==> config.mk <==
export PLATFORM = sky130hd
export DESIGN_NAME = lamp_fpu_f2i
export DESIGN_NICKNAME = d
export VERILOG_FILES = /design/src/rtl/lampFPU_pkg.sv /design/src/rtl/lamp_fpu_f2i_round.sv /design/src/rtl/lamp_fpu_f2i.sv
export SDC_FILE = /design/constraint.sdc
export NUM_CORES = 1
export LEC_CHECK = 0
export CORE_MARGIN = 2
export CORE_UTILIZATION = 50
export CTS_CLUSTER_DIAMETER = 60
export DETAILED_ROUTE_END_ITERATION = 8
export HOLD_SLACK_MARGIN = 0.02
export PLACE_DENSITY = 0.73
export SYNTH_ARGS = -nofsm -noshare
export SYNTH_HDL_FRONTEND = slang
export SYNTH_HIERARCHICAL = 1
export SYNTH_SLANG_ARGS = --single-unit
export TNS_END_PERCENT = 5
==> constraint.sdc <==
create_clock -name clk -period 5.4 [get_ports clk]
set_clock_uncertainty 0.1 [all_clocks]
set_input_delay 1.08 -clock clk [delete_from_list [all_inputs] [get_ports clk]]
set_output_delay 1.08 -clock clk [all_outputs]
set_load 0.01 [all_outputs]
metal_stack.png
Only two layers are drawn.
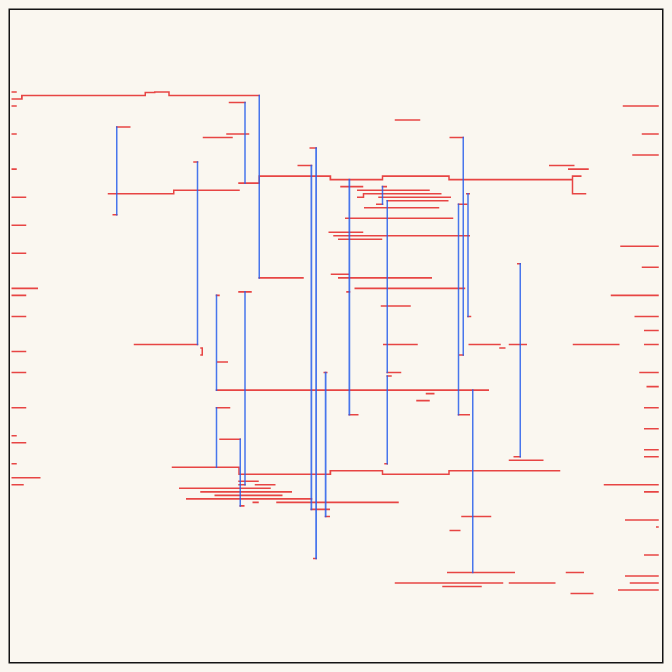
Key: met4 = blue [wire length 637 um]; met3 = red [wire length 898 um]
Avg WL per Cell: 17.4 um
Post-Route WL: 19,500 um
combined global-route utilization of all metal layers: 25.1%
Via Count: 6,449

pins.png
Pins as bars across the die edge, other pins in grey.
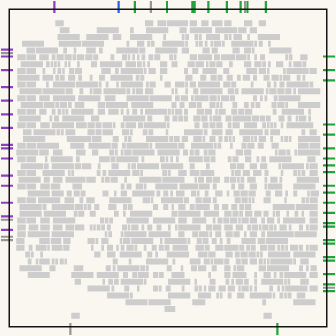
Key: `invalid_o` = blue [pins 1, direction output, edge top]; `res_o` = green [pins 32, direction output, edge 22 right, 9 top, 1 bottom]; `op_i` = purple [pins 16, direction input, edge 15 left, 1 top]
DIE HEIGHT: 126 um
horizontal die dimension: 126 um
I/O Buffers: 56

registers.png
Other sequential cells in the stronger grey, the rest of the logic in the fainter grey.
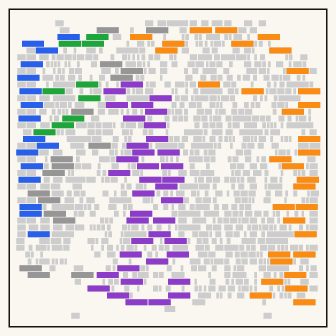
Key: `op_q` = blue [flops 16]; `v_q` = purple [flops 39]; `exp_q` = green [flops 9, where upper left]; `res_q` = orange [flops 32]
Another 17 sequential cells are not coloured.
Sequential Power: 1.42 mW
final core utilization: 63.1%
register area: 2830 um2

met3.png
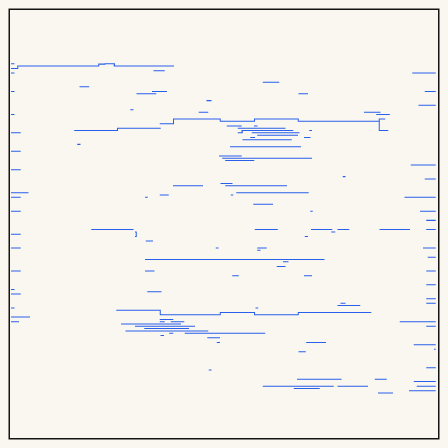
The layer holds 4.6% of the routed length. 98 nets have wire on it. The wires run mostly horizontal. The layer carries 898 um of wire. The longest straight run is 52.7 um.
GR Util met3: 5.15%

==> results.yml <==
# synthesis and place-and-route metrics
critical_path:
  timing.critical_path.arrival_ps: 4150
  worst-path-buf-inv: 3
  worstPathCellList: "nor4_2 > nand4_1 > nor2_2 > nor3b_2 > ha_2 > ha_2 > inv_1 > ha_2 > and3_4 > o21ba_4 > nor3_4 > o2111ai_4 > buf_6 > o211a_1 > or4_1 > nand2_1 > a21oi_1 > buf_2"
  timing.reg2reg.setup_slack_ps: 1590
  worst_path_largest_cell_delay_ps: 490
  critical_path_class: "reg -> out"
  timing.critical_path.from_type: "flop"
  worst-r2r-cell-count: 17
global_route:
  antenna_violations_before_repair: 0
  gr-total-overflow: 0
  global_route.peak_usage_layer: "met2"
clocking:
  ctsRootBufferMaster: "sky130_fd_sc_hd__clkbuf_16"
  cts_tree: "built"
  cts.htree.levels: 4
  clkSlewWorstSetupHoldPaths_ps: 60
final_timing:
  max_freq_ghz: 0.188
  hold_violations: 0
  slew-limit-headroom_pct: 30.8
  post_layout_period_usage_of_the_worst_path_pct: 98.6
detailed_routing:
  m1WireLength_um: 8630
  drt.antenna.violating_nets: 0
  met2_wirelength_um: 9350
  routed.top_layer: "met4"
  detail_route.drc_violations: 0
  firstDrtPassIters: 5
final_layout:
  seq_share_pct: 30.7
  lay_top_cells: "113 x sky130_fd_sc_hd__dfrtp_1, 84 x sky130_fd_sc_hd__nand2_1, 83 x sky130_fd_sc_hd__nor2_1"
  num-nets-final: 954
  combAreaFraction_pct: 47.8
  logic_area_um2: 4410
  clockNetworkAreaShare_pct: 6.32
floorplanning:
  n_tap_cell: 184
yosys:
  ys_top_cells_by_count: "113 x sky130_fd_sc_hd__dfrtp_1, 85 x sky130_fd_sc_hd__nor2_1, 84 x sky130_fd_sc_hd__nand2_1"
  synthTopCellsByArea: "sky130_fd_sc_hd__dfrtp_1 38%, sky130_fd_sc_hd__xnor2_1 5.6%, sky130_fd_sc_hd__mux2_2 5.6%, sky130_fd_sc_hd__nor2_1 4.3%, sky130_fd_sc_hd__nand2_1 4.2%"
  syn_nets: 871
  yosys.area.top_type: "sky130_fd_sc_hd__dfrtp_1"
  postSynthRegisterBits: 113
  synthesis.area_per_instance_um2: 8.94
  yosys.area.top_type_share_pct: 37.8
placement:
  place.gp.congestion: 0.931
status:
  status: "finished, final reports clean"
[logic make-up after synthesis]
group | Yosys count | synth area share [%]
buffers and inverters | 101 | 5.76
muxes | 47 | 7.07
adders and majority gates | 12 | 2.00
DFF | 113 | 37.8
other | 1 | 0.0501
xor gates and xnor gates | 68 | 8.30
AOI/OAI and AO/OA | 185 | 17.0
and+or+nand+nor | 311 | 22.0
[worst reg2reg max path, stage by stage (launching register included)]
cell                        delay (ps)
sky130_fd_sc_hd__dfrtp_1           380
sky130_fd_sc_hd__nor4_2            260
sky130_fd_sc_hd__nand4_1           140
sky130_fd_sc_hd__nor2_2            130
sky130_fd_sc_hd__nor3b_2            60
sky130_fd_sc_hd__ha_2              180
sky130_fd_sc_hd__ha_2              270
sky130_fd_sc_hd__inv_1              80
sky130_fd_sc_hd__ha_2              210
sky130_fd_sc_hd__and3_4            190
sky130_fd_sc_hd__o21ba_4           170
sky130_fd_sc_hd__nor3_4            270
sky130_fd_sc_hd__o2111ai_4         170
sky130_fd_sc_hd__buf_6             170
sky130_fd_sc_hd__o211a_1           210
sky130_fd_sc_hd__or4_1             490
sky130_fd_sc_hd__nand2_1            80
sky130_fd_sc_hd__a21oi_1            90
[report_power, final]
group	internal (mW)	leakage, nW	total, mW	switching (mW)
clock network	0.691	0.273	1.11	0.415
logic	1.48	2.00	3.26	1.78
registers	1.13	1.43	1.42	0.293
[metrics by stage]
step                      std cells  utilization [%]  worst slack [ps]  setup TNS (ps)  instance area (um2)
after global placement         1078             57.7               139               0                 8410
final                          1118             63.1              73.8               0                 9210
after CTS                      1113             62.2             -50.0           -50.0                 9080
after global routing           1118             63.1              -139            -715                 9210
after floorplan                 838                -               586               0                 7490
after detailed placement       1078             57.7              50.9               0                 8410
Power and IR drop assume default switching activity.
